## src/rtl/cpu19_pkg.sv

```systemverilog
// Shared types and constants for the 19-bit CPU fetch path.
package cpu19_pkg;

  localparam int ADDR_W = 19;
  localparam int DATA_W = 19;
  localparam int OPC_W  = 5;

  localparam int OPC_MSB = DATA_W - 1;
  localparam int OPC_LSB = DATA_W - OPC_W;

  localparam logic [OPC_W-1:0] HALT_OPC = 5'h1F;

  typedef enum logic [2:0] {
    S_IDLE,
    S_CLRPC,
    S_REQ,
    S_ISSUE,
    S_HALT,
    S_ERR
  } fetch_state_t;

endpackage

```

## src/rtl/fetch_sequencer_19bit_if.sv

```systemverilog
// PC control, memory read and execute handoff signals of the fetch stage.
interface fetch_sequencer_19bit_if
  import cpu19_pkg::*;
  ();

  logic              START;
  logic [ADDR_W-1:0] PC_VAL;
  logic              PC_LOAD;
  logic              PC_INC;
  logic              PC_CLR;
  logic [ADDR_W-1:0] PC_DIN;
  logic              MEM_REQ;
  logic [ADDR_W-1:0] MEM_ADDR;
  logic [DATA_W-1:0] MEM_RDATA;
  logic              MEM_ACK;
  logic [DATA_W-1:0] IR;
  logic              IR_VALID;
  logic              EX_READY;
  logic              BR_TAKEN;
  logic [ADDR_W-1:0] BR_TARGET;
  logic              HALTED;
  logic              ERR;

  modport slave (
    input  START, PC_VAL, MEM_RDATA, MEM_ACK,
    input  EX_READY, BR_TAKEN, BR_TARGET,
    output PC_LOAD, PC_INC, PC_CLR, PC_DIN,
    output MEM_REQ, MEM_ADDR, IR, IR_VALID,
    output HALTED, ERR
  );

  modport master (
    output START, PC_VAL, MEM_RDATA, MEM_ACK,
    output EX_READY, BR_TAKEN, BR_TARGET,
    input  PC_LOAD, PC_INC, PC_CLR, PC_DIN,
    input  MEM_REQ, MEM_ADDR, IR, IR_VALID,
    input  HALTED, ERR
  );

endinterface

```

## src/rtl/fetch_timeout_ctr.sv

```systemverilog
// 8-bit wait counter flagging when a memory request has waited too long.
module fetch_timeout_ctr #(
  parameter int TIMEOUT = 15
) (
  input  logic clk,
  input  logic rst_n,
  input  logic clr_i,
  input  logic en_i,
  output logic expired_o
);

  localparam logic [7:0] LIMIT = 8'(TIMEOUT - 1);

  logic [7:0] cnt_q, cnt_d;

  always_comb begin
    cnt_d = cnt_q;
    if (clr_i)
      cnt_d = '0;
    else if (en_i)
      cnt_d = cnt_q + 8'd1;
  end

  always_ff @(posedge clk or negedge rst_n) begin
    if (!rst_n)
      cnt_q <= '0;
    else
      cnt_q <= cnt_d;
  end

  assign expired_o = (cnt_q == LIMIT);

endmodule

```

## src/rtl/fetch_sequencer_19bit.sv

```systemverilog
// Fetch control stage: drives PC strobes, reads memory, hands IR to execute.
module fetch_sequencer_19bit
  import cpu19_pkg::*;
#(
  parameter int TIMEOUT = 15
) (
  input  logic                    CLK,
  input  logic                    RST_N,
  fetch_sequencer_19bit_if.slave  bus
);

  fetch_state_t      state_q, state_d;
  logic [DATA_W-1:0] ir_q, ir_d;

  logic              pc_load, pc_inc, pc_clr;
  logic [ADDR_W-1:0] pc_din, mem_addr;
  logic              mem_req;
  logic              tmo_clr, tmo_en, tmo_exp;
  logic              is_halt;

  fetch_timeout_ctr #(.TIMEOUT(TIMEOUT)) u_tmo (
    .clk       (CLK),
    .rst_n     (RST_N),
    .clr_i     (tmo_clr),
    .en_i      (tmo_en),
    .expired_o (tmo_exp)
  );

  assign is_halt = (ir_q[OPC_MSB:OPC_LSB] == HALT_OPC);

  always_comb begin
    state_d  = state_q;
    ir_d     = ir_q;
    pc_load  = 1'b0;
    pc_inc   = 1'b0;
    pc_clr   = 1'b0;
    pc_din   = '0;
    mem_req  = 1'b0;
    mem_addr = '0;
    tmo_clr  = 1'b0;
    tmo_en   = 1'b0;
    unique case (state_q)
      S_IDLE: begin
        if (bus.START)
          state_d = S_CLRPC;
      end
      S_CLRPC: begin
        pc_clr  = 1'b1;
        tmo_clr = 1'b1;
        state_d = S_REQ;
      end
      S_REQ: begin
        mem_req  = 1'b1;
        mem_addr = bus.PC_VAL;
        if (bus.MEM_ACK) begin
          ir_d    = bus.MEM_RDATA;
          pc_inc  = 1'b1;
          tmo_clr = 1'b1;
          state_d = S_ISSUE;
        end else if (tmo_exp) begin
          state_d = S_ERR;
        end else begin
          tmo_en = 1'b1;
        end
      end
      S_ISSUE: begin
        if (bus.EX_READY) begin
          if (is_halt) begin
            state_d = S_HALT;
          end else begin
            state_d = S_REQ;
            // branch target lands in the PC on the handshake edge
            if (bus.BR_TAKEN) begin
              pc_load = 1'b1;
              pc_din  = bus.BR_TARGET;
            end
          end
        end
      end
      S_HALT: begin
        if (bus.START)
          state_d = S_REQ;
      end
      S_ERR: begin
        if (bus.START)
          state_d = S_CLRPC;
      end
      default: state_d = S_IDLE;
    endcase
  end

  always_ff @(posedge CLK or negedge RST_N) begin
    if (!RST_N) begin
      state_q <= S_IDLE;
      ir_q    <= '0;
    end else begin
      state_q <= state_d;
      ir_q    <= ir_d;
    end
  end

  assign bus.PC_LOAD  = pc_load;
  assign bus.PC_INC   = pc_inc;
  assign bus.PC_CLR   = pc_clr;
  assign bus.PC_DIN   = pc_din;
  assign bus.MEM_REQ  = mem_req;
  assign bus.MEM_ADDR = mem_addr;
  assign bus.IR       = ir_q;
  assign bus.IR_VALID = (state_q == S_ISSUE);
  assign bus.HALTED   = (state_q == S_HALT);
  assign bus.ERR      = (state_q == S_ERR);

endmodule

```

## src/flat_wrapper.sv

```systemverilog
// flat-port wrapper written by rule: the top's interface ports become plain ports
module fetch_sequencer_19bit_flat import cpu19_pkg::*;
#(
  parameter int TIMEOUT = 15
)
  (CLK, RST_N, bus_START, bus_PC_VAL, bus_MEM_RDATA, bus_MEM_ACK, bus_EX_READY, bus_BR_TAKEN, bus_BR_TARGET, bus_PC_LOAD, bus_PC_INC, bus_PC_CLR, bus_PC_DIN, bus_MEM_REQ, bus_MEM_ADDR, bus_IR, bus_IR_VALID, bus_HALTED, bus_ERR);
  fetch_sequencer_19bit_if bus_i ();
  input  logic CLK;
  input  logic RST_N;
  input wire logic [$bits(bus_i.START)-1:0] bus_START;
  input wire logic [$bits(bus_i.PC_VAL)-1:0] bus_PC_VAL;
  input wire logic [$bits(bus_i.MEM_RDATA)-1:0] bus_MEM_RDATA;
  input wire logic [$bits(bus_i.MEM_ACK)-1:0] bus_MEM_ACK;
  input wire logic [$bits(bus_i.EX_READY)-1:0] bus_EX_READY;
  input wire logic [$bits(bus_i.BR_TAKEN)-1:0] bus_BR_TAKEN;
  input wire logic [$bits(bus_i.BR_TARGET)-1:0] bus_BR_TARGET;
  output wire logic [$bits(bus_i.PC_LOAD)-1:0] bus_PC_LOAD;
  output wire logic [$bits(bus_i.PC_INC)-1:0] bus_PC_INC;
  output wire logic [$bits(bus_i.PC_CLR)-1:0] bus_PC_CLR;
  output wire logic [$bits(bus_i.PC_DIN)-1:0] bus_PC_DIN;
  output wire logic [$bits(bus_i.MEM_REQ)-1:0] bus_MEM_REQ;
  output wire logic [$bits(bus_i.MEM_ADDR)-1:0] bus_MEM_ADDR;
  output wire logic [$bits(bus_i.IR)-1:0] bus_IR;
  output wire logic [$bits(bus_i.IR_VALID)-1:0] bus_IR_VALID;
  output wire logic [$bits(bus_i.HALTED)-1:0] bus_HALTED;
  output wire logic [$bits(bus_i.ERR)-1:0] bus_ERR;
  assign bus_i.START = bus_START;
  assign bus_i.PC_VAL = bus_PC_VAL;
  assign bus_i.MEM_RDATA = bus_MEM_RDATA;
  assign bus_i.MEM_ACK = bus_MEM_ACK;
  assign bus_i.EX_READY = bus_EX_READY;
  assign bus_i.BR_TAKEN = bus_BR_TAKEN;
  assign bus_i.BR_TARGET = bus_BR_TARGET;
  assign bus_PC_LOAD = bus_i.PC_LOAD;
  assign bus_PC_INC = bus_i.PC_INC;
  assign bus_PC_CLR = bus_i.PC_CLR;
  assign bus_PC_DIN = bus_i.PC_DIN;
  assign bus_MEM_REQ = bus_i.MEM_REQ;
  assign bus_MEM_ADDR = bus_i.MEM_ADDR;
  assign bus_IR = bus_i.IR;
  assign bus_IR_VALID = bus_i.IR_VALID;
  assign bus_HALTED = bus_i.HALTED;
  assign bus_ERR = bus_i.ERR;
  fetch_sequencer_19bit #(.TIMEOUT(TIMEOUT)) u_core (.CLK(CLK), .RST_N(RST_N), .bus(bus_i));
endmodule
```

## config.mk

```make
export PLATFORM = sky130hd
export DESIGN_NAME = fetch_sequencer_19bit_flat
export DESIGN_NICKNAME = d
export VERILOG_FILES = /design/src/rtl/cpu19_pkg.sv /design/src/rtl/fetch_sequencer_19bit_if.sv /design/src/rtl/fetch_timeout_ctr.sv /design/src/rtl/fetch_sequencer_19bit.sv /design/src/flat_wrapper.sv
export SDC_FILE = /design/constraint.sdc
export NUM_CORES = 1
export LEC_CHECK = 0
export CORE_MARGIN = 2
export CORE_UTILIZATION = 34
export DETAILED_ROUTE_END_ITERATION = 8
export PLACE_DENSITY_LB_ADDON = 0.15
export SLEW_MARGIN = 20
export SYNTH_ARGS = -nofsm -noshare
export SYNTH_HDL_FRONTEND = slang
export SYNTH_SLANG_ARGS = --single-unit
```

## constraint.sdc

```tcl
create_clock -name CLK -period 2.6 [get_ports CLK]
set_input_delay 0.52 -clock CLK [delete_from_list [all_inputs] [get_ports CLK]]
set_output_delay 0.52 -clock CLK [all_outputs]
set_load 0.1 [all_outputs]
```

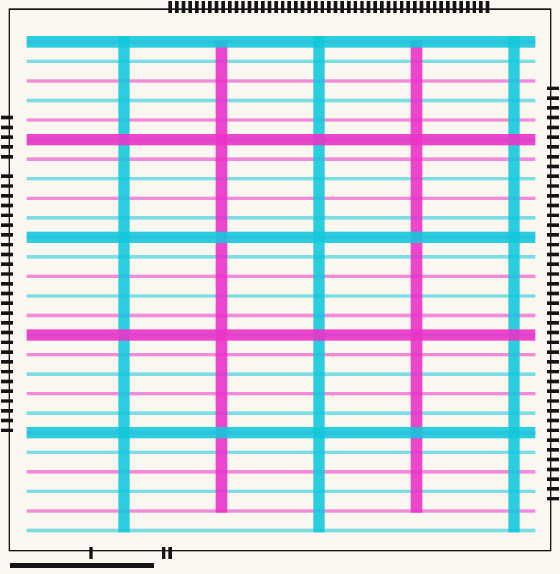
run_1/pdn.png
Scale bar: 20 um. Pins as bars on the die edge.
VDD -> magenta
VSS -> cyan
met1 rails = 26
met5 straps = 5

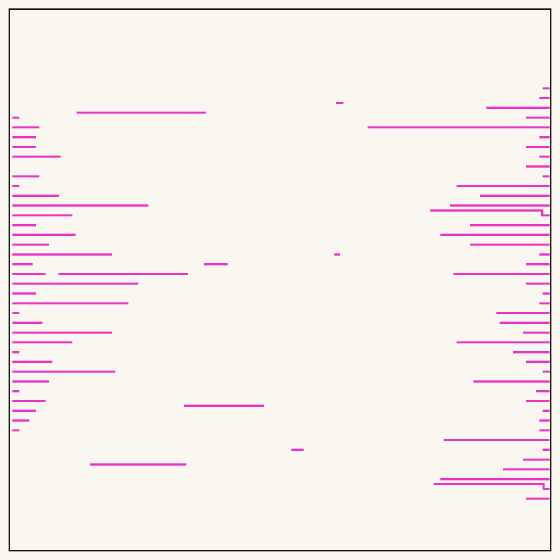
run_1/met3.png
share of all routed wire = 9.6%
main direction = horizontal
wire length on this layer = 527 um
longest straight run = 25.1 um
GR met3 Demand/Resource: 7.363%
routed vias: 1,737
total wire length after detailed routing: 5.519 mm

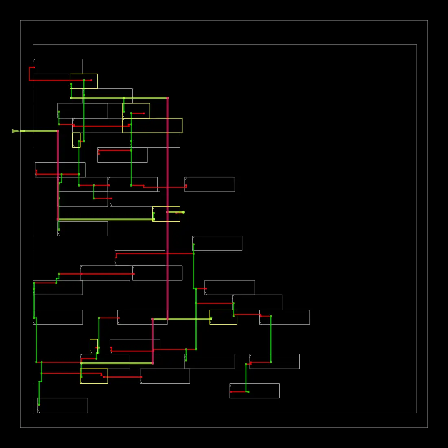
run_1/final_clocks.png
TritonCTS Sinks: 30

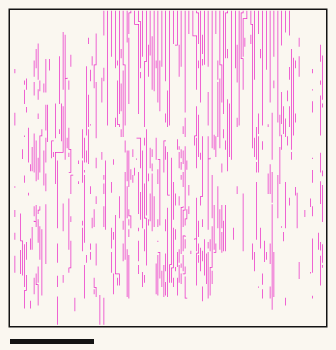
run_1/met2.png
Scale bar: 20 um.
nets with wire on the layer = 320
longest straight run = 35.3 um

[run 1: state kept, by name, summed over array words and instances, names as in the netlist]
register,cells
u_core.bus.IR,19
u_core.state_q,3
u_core.u_tmo.cnt_q,8
[run 1: worst max path at each step]
| stage | startpoint | endpoint | depth (start not counted) |
|---|---|---|---|
| 2_1_floorplan | u_core.bus.IR[14]$_DFFE_PN0P_ | bus_PC_DIN[10] | 5 |
| 3_3_place_gp | bus_EX_READY | bus_PC_DIN[7] | 6 |
| 3_5_place_dp | bus_EX_READY | bus_PC_DIN[5] | 6 |
| 4_1_cts | bus_EX_READY | bus_PC_DIN[5] | 6 |
| 5_1_grt | bus_EX_READY | bus_PC_DIN[5] | 6 |
| 6_report | bus_EX_READY | bus_PC_DIN[5] | 6 |
[run 1: metrics by stage]
| stage | hold slack (ns) | setup slack (ns) |
|---|---|---|
| 2_1_floorplan | 0.2244 | 0.03839 |
| 3_3_place_gp | 0.4919 | 0.2345 |
| 3_5_place_dp | 0.4975 | 0.1892 |
| 4_1_cts | 0.5118 | 0.1835 |
| 5_1_grt | 0.5318 | 0.08876 |
| 6_report | 0.5099 | 0.2022 |
[run 1: worst max-delay path: stages]
cell                              delay, ns
sky130_fd_sc_hd__clkdlybuf4s50_1       0.52
sky130_fd_sc_hd__nand2_1               0.07
sky130_fd_sc_hd__nor3_1                0.13
sky130_fd_sc_hd__buf_4                 0.25
sky130_fd_sc_hd__and2_2                0.20
sky130_fd_sc_hd__buf_12                0.17
[run 1: metal layers]
layer	vias to the layer above	part of all wire (%)
li1	838	-
met1	806	37
met2	84	52
met3	9	9.5
met4	0	1.6
met5	-	0
==> flow_summary_export.csv, run 1 <==
group,metric,value,unit
outcome,run_status,"complete, no violations",
sta,report.final.setup_viol,0,
global_routing,grt.busiest_layer,"met2",
finish,area_growth_syn_to_layout,109.7,%
synth,synth_warnings,0,
synth,yosysMostFrequentCell,"sky130_fd_sc_hd__and2_1",
min_path,worstHoldPathType,"flip-flop to flip-flop",
placement,dpl.cell_count,359,
synth,logic_family,"simple AND/OR/NAND/NOR gates",
routing,violation_count_after_the_first_detailed_route_iteration,32,
global_routing,grt_util_met1,22.29,%
sta,rsz0062_at_grt,"false",
synth,synth_top_cell_by_area,"sky130_fd_sc_hd__dfrtp_1",
synth,xor_area_share,2.035,%
floorplan,chipWidth,75.16,um
finish,area.combinational,967.2,sq um
synth,synth-adder-area-share,1.453,%
synth,flop_cell,"sky130_fd_sc_hd__dfrtp_1",
clock_tree,h_tree_lvls,2,
clock_tree,cts_root_buf,"sky130_fd_sc_hd__clkbuf_8",
job,drv.max_cap_violation_count,0,
min_path,whs_endpoint,"u_core.bus.IR[2]$_DFFE_PN0P_",
global_routing,number_of_global_route_vias_before_repair,1756,
finish,layout-drive-gt1-share,45.00,%
routing,routed_wire_length_per_instance,15.04,um
critical_path,critical_register_to_register_path_startpoint,"u_core.u_tmo.cnt_q[0]$_DFFE_PN0P_",
synth,top_area_share,43.60,%
critical_path,timing.setup.critical_path_class,"primary input to output pin",
placement,finalWeightedCongestion,0.7110,
critical_path,critical_path.startpoint_type,"primary input",
synth,yosys_register_bits,30,
sta,finalCriticalPeriod,2.398,ns
sta,max_clock_freq,0.4170,GHz
global_routing,grt_pass1_wl,8.466,mm
sta,timing.max_slew.rel_slack,72.50,%
finish,largest_class,"non-clock buffers",
synth,area_leaders,"sky130_fd_sc_hd__dfrtp_1 (44%), sky130_fd_sc_hd__and2_1 (14%), sky130_fd_sc_hd__mux2_2 (12%)",
clock_tree,cts_buffer_depth,2,
routing,detailedRoute.firstPassIterationCount,4,
finish,layout.cells.most_common,"sky130_fd_sc_hd__clkdlybuf4s50_1",
job,openroad.warnings,27,
sta,final_hold_violation_count,0,
synth,synth.cellmix.compoundShare,7.122,%
critical_path,worst_case_register_to_register_setup_slack,0.58,ns
min_path,holdCritStartpoint,"u_core.bus.IR[2]$_DFFE_PN0P_",
finish,post-route-cell-area,3610,sq um
critical_path,critPathMaxFanout,20,
sta,min_period_over_period,92.22,%
synth,post_synth_inst_count,168,
finish,regArea,750.7,sq um
finish,flop-count,30,
finish,seq_share,20.80,%
synth,synth_stat.cells,168,
global_routing,use_met2,34.99,%
finish,combAreaFraction,26.79,%
routing,final_antenna_net_count,0,
==> run 2: changes to the inputs <==
- CORE_UTILIZATION: 34 -> 35
- CTS_BUF_LIST: not set -> sky130_fd_sc_hd__clkbuf_8
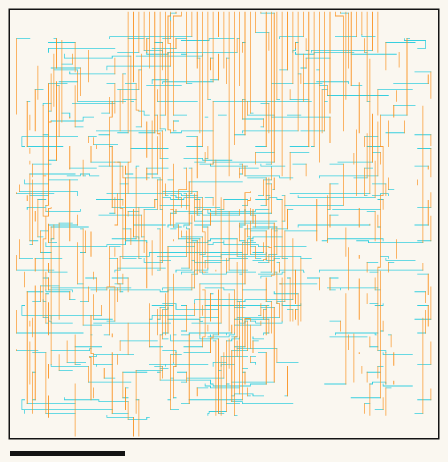
run_2/metal_stack.png
Scale bar: 20 um. Only two layers are drawn.
met1 -> cyan  # wire length 1,910 um
met2 -> orange  # wire length 2,850 um
routed vias: 1,775
average wire per cell in the routed design: 14.68 um
total wire length after detailed routing: 5.388 mm
total track usage: 19.88%

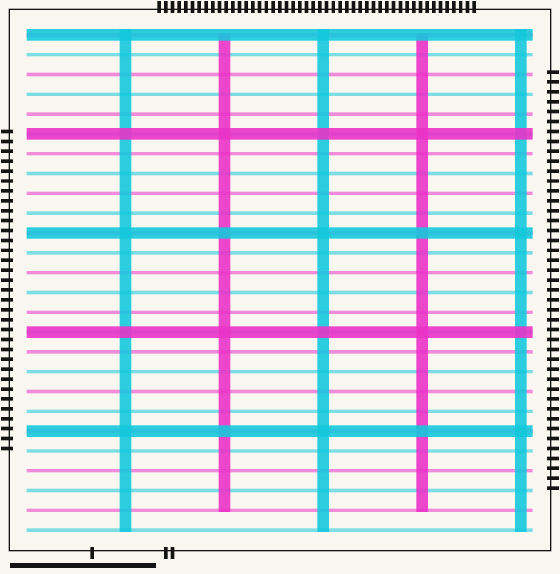
run_2/pdn.png
Scale bar: 20 um. Pins as bars on the die edge.
VDD -> magenta
VSS -> cyan
signal pins = 127
met5 straps = 5

==> run 2 against run 1 <==
  * Global-route usage is 0.10 points lower
  * Maximum frequency rose by 0.25%
  * Sequential share of layout area unchanged
  * Utilization is 1.5 points higher
==> flow_summary_export.csv, run 2 <==
group,metric,value,unit
critical_path,cp_cell_sequence,"clkdlybuf4s50_1, nand2_1, nor3_1, buf_4, and2_2, buf_12",
finish,area.combinational,967.2,sq um
critical_path,critical_path.startpoint_type,"primary input",
clock_tree,cts_buffer_depth,2,
synth,area_leaders,"sky130_fd_sc_hd__dfrtp_1 (44%), sky130_fd_sc_hd__and2_1 (14%), sky130_fd_sc_hd__mux2_2 (12%)",
synth,synth_stat.cells,168,
synth,post_synth_inst_count,168,
critical_path,cp_slowest_stage_delay,0.52,ns
synth,yosysMostFrequentCell,"sky130_fd_sc_hd__and2_1",
placement,placement.setup.worst_slack,0.2056,ns
finish,area_growth_syn_to_layout,109.7,%
critical_path,timing.setup.critical_path_class,"primary input to output pin",
finish,layout_top_cells,"sky130_fd_sc_hd__clkdlybuf4s50_1 (62), sky130_fd_sc_hd__buf_12 (42), sky130_fd_sc_hd__buf_4 (30), sky130_fd_sc_hd__dfrtp_1 (30)",
sta,rsz0062_at_grt,"false",
routing,dr_wl_met3,590,um
min_path,worstHoldPathType,"flip-flop to flip-flop",
synth,flop_cell,"sky130_fd_sc_hd__dfrtp_1",
routing,detailedRoute.firstPassIterationCount,4,
routing,violation_count_after_the_first_detailed_route_iteration,14,
global_routing,number_of_global_route_vias_before_repair,1819,
global_routing,grt_overflow,0,
finish,post-route-cell-area,3610,sq um
critical_path,crit_path_end_kind,"output pin",
clock_tree,cts_root_buf,"sky130_fd_sc_hd__clkbuf_8",
synth,top_area_share,43.60,%
finish,layout.core_utilization,76.42,%
critical_path,crit_family,"buffers and inverters",
global_routing,grt_pass1_wl,8.473,mm
sta,report.final.setup_viol,0,
floorplan,die_height,74.14,um
routing,final_antenna_net_count,0,
synth,yosys_register_bits,30,
sta,max_clock_freq,0.4181,GHz
synth,postSynthAreaPerCell,10.25,sq um
critical_path,crit_slowest_cell,"sky130_fd_sc_hd__clkdlybuf4s50_1",
outcome,run_status,"complete, no violations",
synth,synth_top_cell_by_area,"sky130_fd_sc_hd__dfrtp_1",
placement,dpl_cell_area,3503,sq um
routing,dr.max_layer_used,"met4",
placement,numPortBuffers,126,
clock_tree,clkSinkCount,30,
critical_path,critPathMaxFanout,20,
sta,timing.max_slew.rel_slack,71.64,%
critical_path,critical_path_cell_count,6,
clock_tree,h_tree_lvls,2,
sta,final_hold_violation_count,0,
sta,min_period_over_period,91.99,%
finish,flop-count,30,
finish,largest_class,"non-clock buffers",
routing,drc,0,
job,openroad.warnings,27,
floorplan,floorplan.tapcells,67,
synth,synth_warnings,0,
placement,place_hpwl,4.428,mm
job,drv.max_cap_violation_count,0,
critical_path,cp_num_buf_inv,3,
finish,flip_flop_count_of_the_largest_register_all_copies_and_words_added,19,
placement,dpl.cell_count,359,
sta,setup_ws,0.2082,ns
placement,finalWeightedCongestion,0.7458,
sta,finalCriticalPeriod,2.392,ns
sta,hold_ws,0.5139,ns
synth,synth_async_sr_flop_share,100.0,%
finish,seq_share,20.80,%
finish,combAreaFraction,26.79,%
finish,layout-drive-gt1-share,45.00,%
finish,regArea,750.7,sq um
routing,drt-met1-wl,1.914,mm
finish,layout.cells.most_common,"sky130_fd_sc_hd__clkdlybuf4s50_1",
floorplan,chipWidth,74.14,um
routing,routed-wl-met2,2.848,mm
clock_tree,cts_tree,"built",
[run 2: netlist changes by cell type in the layout (fill, tap and decap cells not counted)]
cell / delta
sky130_fd_sc_hd__clkbuf_1: -2
sky130_fd_sc_hd__inv_1: +2
[run 2: cell families (layout without fill, tap and decap cells)]
family	Yosys count	count (layout)	share of synthesized area (%)
AND-OR/OR-AND	17	17	7.122
XOR/XNOR	4	4	2.035
adder cells (fa/ha/maj)	2	2	1.453
buffers and inverters	14	146	3.488
flip-flops	30	30	43.60
multiplexers	20	20	13.01
AND/OR/NAND/NOR	81	81	29.29
[run 2: metal layers]
metal / vias up / global-route usage [%]
li1: 833 / -
met1: 852 / 21.33
met2: 84 / 36.71
met3: 6 / 7.995
met4: 0 / 4.242
met5: - / 0
[run 2: worst paths after layout]
| path | from | endpoint | slack, ns |
|---|---|---|---|
| worst max-delay path | bus_EX_READY | bus_PC_DIN[7] | 0.21 |
| worst min-delay path | u_core.bus.IR[10]$_DFFE_PN0P_ | u_core.bus.IR[10]$_DFFE_PN0P_ | 0.51 |
| worst max register to register | u_core.u_tmo.cnt_q[0]$_DFFE_PN0P_ | u_core.state_q[1]$_DFFE_PN0P_ | 0.57 |
| worst min register to register | u_core.bus.IR[10]$_DFFE_PN0P_ | u_core.bus.IR[10]$_DFFE_PN0P_ | 0.51 |
| max in group asynchronous | RST_N | u_core.bus.IR[17]$_DFFE_PN0P_ | 1.68 |
| min in group asynchronous | RST_N | u_core.u_tmo.cnt_q[2]$_DFFE_PN0P_ | 0.63 |
